[config.mk]
export PLATFORM = sky130hd
export DESIGN_NAME = minirisc
export DESIGN_NICKNAME = d
export VERILOG_FILES = /design/src/rtl/minirisc_pkg.sv /design/src/rtl/minirisc_alu.sv /design/src/rtl/minirisc.sv
export SDC_FILE = /design/constraint.sdc
export NUM_CORES = 1
export LEC_CHECK = 0
export ABC_AREA = 1
export CORE_MARGIN = 1.5
export CORE_UTILIZATION = 51
export CTS_CLUSTER_DIAMETER = 200
export CTS_CLUSTER_SIZE = 30
export DETAILED_ROUTE_END_ITERATION = 10
export GPL_TIMING_DRIVEN = 0
export PLACE_DENSITY = 0.77
export RECOVER_POWER = 50
export SLEW_MARGIN = 30
export SYNTH_ARGS = -nofsm -noshare
export SYNTH_HDL_FRONTEND = slang
export SYNTH_SLANG_ARGS = --single-unit
[constraint.sdc]
create_clock -name clk -period 3.4 [get_ports clk]
set_clock_uncertainty 0.1 [all_clocks]
set_input_delay 1.02 -clock clk [delete_from_list [all_inputs] [get_ports clk]]
set_output_delay 1.02 -clock clk [all_outputs]
set_load 0.05 [all_outputs]
[src/rtl/minirisc_pkg.sv]
// Shared constants, opcode encoding and flag layout for the minirisc accumulator core.
package minirisc_pkg;

  localparam int DATA_W = 8;
  localparam int NREGS  = 4;
  localparam int OPC_W  = 4;
  localparam int SEL_W  = $clog2(NREGS);

  typedef enum logic [OPC_W-1:0] {
    OP_NOP   = 4'd0,
    OP_LOAD  = 4'd1,
    OP_ADD   = 4'd2,
    OP_SUB   = 4'd3,
    OP_STORE = 4'd4,
    OP_LDR   = 4'd5,
    OP_ADDR  = 4'd6,
    OP_SUBR  = 4'd7,
    OP_AND   = 4'd8,
    OP_OR    = 4'd9,
    OP_XOR   = 4'd10,
    OP_SHL   = 4'd11,
    OP_SHR   = 4'd12,
    OP_STAT  = 4'd13,
    OP_CLR   = 4'd14,
    OP_RSVD  = 4'd15
  } opc_e;

  typedef struct packed {
    logic c;
    logic z;
  } flags_t;

  // Opcodes that turn the uio bus around for the following cycle.
  function automatic logic drives_bus(opc_e op);
    return (op == OP_STORE) || (op == OP_STAT);
  endfunction

endpackage

[src/rtl/minirisc_alu.sv]
// Combinational ALU: computes the new accumulator and flags for ACC-writing opcodes.
// Logic/shift opcodes (AND/OR/XOR/SHL/SHR) are only decoded when MINIRISC_LOGIC_EN is defined.
module minirisc_alu
  import minirisc_pkg::*;
(
  input  opc_e              op,
  input  logic [DATA_W-1:0] a,
  input  logic [DATA_W-1:0] b,
  input  logic              c_in,
  output logic [DATA_W-1:0] result,
  output logic              z,
  output logic              c,
  output logic              wr_acc
);

  logic [DATA_W:0] sum;
  logic [DATA_W:0] diff;

  assign sum  = {1'b0, a} + {1'b0, b};
  // The ninth bit of the difference is set exactly when a < b (borrow).
  assign diff = {1'b0, a} - {1'b0, b};

  always_comb begin
    result = a;
    c      = c_in;
    wr_acc = 1'b1;
    case (op)
      OP_LOAD, OP_LDR: result = b;
      OP_ADD, OP_ADDR: begin
        result = sum[DATA_W-1:0];
        c      = sum[DATA_W];
      end
      OP_SUB, OP_SUBR: begin
        result = diff[DATA_W-1:0];
        c      = diff[DATA_W];
      end
`ifdef MINIRISC_LOGIC_EN
      OP_AND: begin
        result = a & b;
        c      = 1'b0;
      end
      OP_OR: begin
        result = a | b;
        c      = 1'b0;
      end
      OP_XOR: begin
        result = a ^ b;
        c      = 1'b0;
      end
      OP_SHL: begin
        result = {a[DATA_W-2:0], 1'b0};
        c      = a[DATA_W-1];
      end
      OP_SHR: begin
        result = {1'b0, a[DATA_W-1:1]};
        c      = a[0];
      end
`endif
      OP_CLR: begin
        result = '0;
        c      = 1'b0;
      end
      default: wr_acc = 1'b0;
    endcase
  end

  assign z = (result == '0);

endmodule

[src/rtl/minirisc.sv]
// Tiny Tapeout style 8-bit accumulator processor, one instruction per enabled clock.
// Optional logic/shift opcodes are enabled by defining MINIRISC_LOGIC_EN.
module minirisc
  import minirisc_pkg::*;
(
  input  logic              clk,
  input  logic              rst,
  input  logic              ena,
  input  logic [7:0]        ui_in,
  input  logic [7:0]        uio_in,
  output logic [DATA_W-1:0] uo_out,
  output logic [DATA_W-1:0] uio_out,
  output logic [DATA_W-1:0] uio_oe
);

  opc_e              op;
  logic [SEL_W-1:0]  sel;
  logic [DATA_W-1:0] acc;
  logic [DATA_W-1:0] regs [NREGS];
  flags_t            flags;

  logic [DATA_W-1:0] alu_b;
  logic [DATA_W-1:0] alu_result;
  logic              alu_z;
  logic              alu_c;
  logic              alu_wr;
  logic              unused_bits;

  assign op          = opc_e'(ui_in[OPC_W-1:0]);
  assign sel         = ui_in[OPC_W+SEL_W-1:OPC_W];
  assign unused_bits = ^ui_in[7:OPC_W+SEL_W];

  // Register-operand opcodes take R[SEL]; everything else uses the immediate.
  assign alu_b = (op inside {OP_LDR, OP_ADDR, OP_SUBR}) ? regs[sel] : uio_in;

  minirisc_alu u_alu (
    .op     (op),
    .a      (acc),
    .b      (alu_b),
    .c_in   (flags.c),
    .result (alu_result),
    .z      (alu_z),
    .c      (alu_c),
    .wr_acc (alu_wr)
  );

  always_ff @(posedge clk) begin
    if (rst) begin
      acc     <= '0;
      flags   <= '0;
      uio_out <= '0;
      uio_oe  <= '0;
      for (int i = 0; i < NREGS; i++) regs[i] <= '0;
    end else if (ena) begin
      uio_oe <= drives_bus(op) ? '1 : '0;
      if (op == OP_STORE) begin
        regs[sel] <= acc;
        uio_out   <= acc;
      end
      if (op == OP_STAT) uio_out <= {{(DATA_W-2){1'b0}}, flags.c, flags.z};
      if (alu_wr) begin
        acc     <= alu_result;
        flags.c <= alu_c;
        flags.z <= alu_z;
      end
    end
  end

  assign uo_out = acc;

endmodule

==> ci_impl_report.md <==
## Implementation flow summary

| Metric | Value |
|---|---|
| Fill cell total of the finished layout | between 500 and 600 |
| Power after layout | approximately 0.0015 W |
| Die height | roughly 84 microns |
| Startpoint Class | primary input |
| Dominant comb cell | simple AND/OR/NAND/NOR gates |
| Logic Gate Count | about 330 |
| Most instantiated library cell after synthesis | nand2_1 |
| Root buffer cell | clkbuf_8 |
| Remaining antenna violation count | 0 |
| Setup violators final | 0 |
| Layer with the highest usage | met2 |
| Most flop-heavy register | regs |
| Status | finished clean |
| Number of synthesis warnings | 0 |
| Via count of the first global-routing pass | approximately 3000 |
| Adder and majority gate portion of the synthesized area | 7.51% |
| Dpl cells | roughly 570 |
| Internal cell power | between 0.001 and 0.0015 W |
| Synthesized Nets | roughly 500 |
| Post-CTS clock slew at the launch and capture registers of the worst setup and hold paths | around 0.09 ns |
| List of most frequent post-synthesis cells | nand2_1, inv_1, nand3_1, nor2_1, edfxtp_1 |
| Std-Cell Rows | 29 |
| Number of top-level design ports | 43 |
| Effective utilization at floorplan | between 50% and 60% |
| Top routing layer used | met4 |
| Overflow left after global routing | 0 |
| Simple-Gate Fraction of Synth Area | between 30% and 40% |
| Worst Hold Class | reg2reg |
| Number of gates given a new drive strength after cts | 36 |
| Detailed-routing wirelength on met1 | roughly 3.9 mm |
| Maximum number of pins on one net before global-route repair | 16 |
| Critical path's slowest cell | fa_2 |
| Number of iterations in the first detailed-routing pass | 5 |
| Violation count after the first detailed-routing iteration | slightly above 200 |
| Number of buffers inserted by port buffering | 38 |
| Met2 track utilization from global routing | 39.6% |
| Non-Filler Instances | approximately 590 |
| Part of the power in the clock network | 27.5% |
| Worst r2r path cells | 17 |
| Comb power | roughly 0.00039 W |
| Post-synthesis area per instance | between 7 and 8 sq um |
| FFs w/ async S/R, synth | 0% |
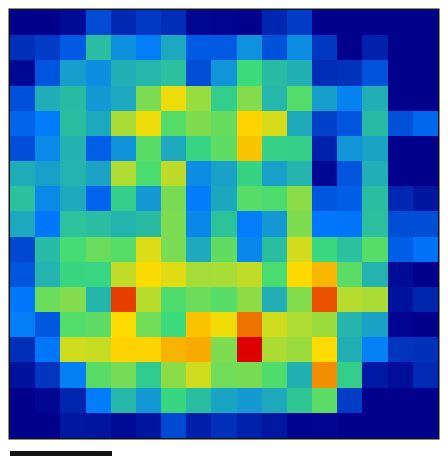
*Routed metal per tile*
The bar under the picture is 20 microns long. 17 x 17 tiles, from dark blue (low) to red (high), scaled to the fullest tile. Values are wire area over tile area, all layers added.
fullest tile = 0.57
nearly empty tiles = 14%
tiles over half the peak = 29%

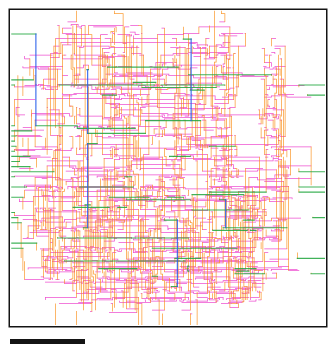
*Metal layers overlaid*
The bar under the picture is 20 microns long.
green -> M3  # wire length 574 microns
magenta -> M1  # wire length 3900 microns
orange -> M2  # wire length 4070 microns
blue -> M4  # wire length 111 microns

Power and IR drop assume default switching activity.
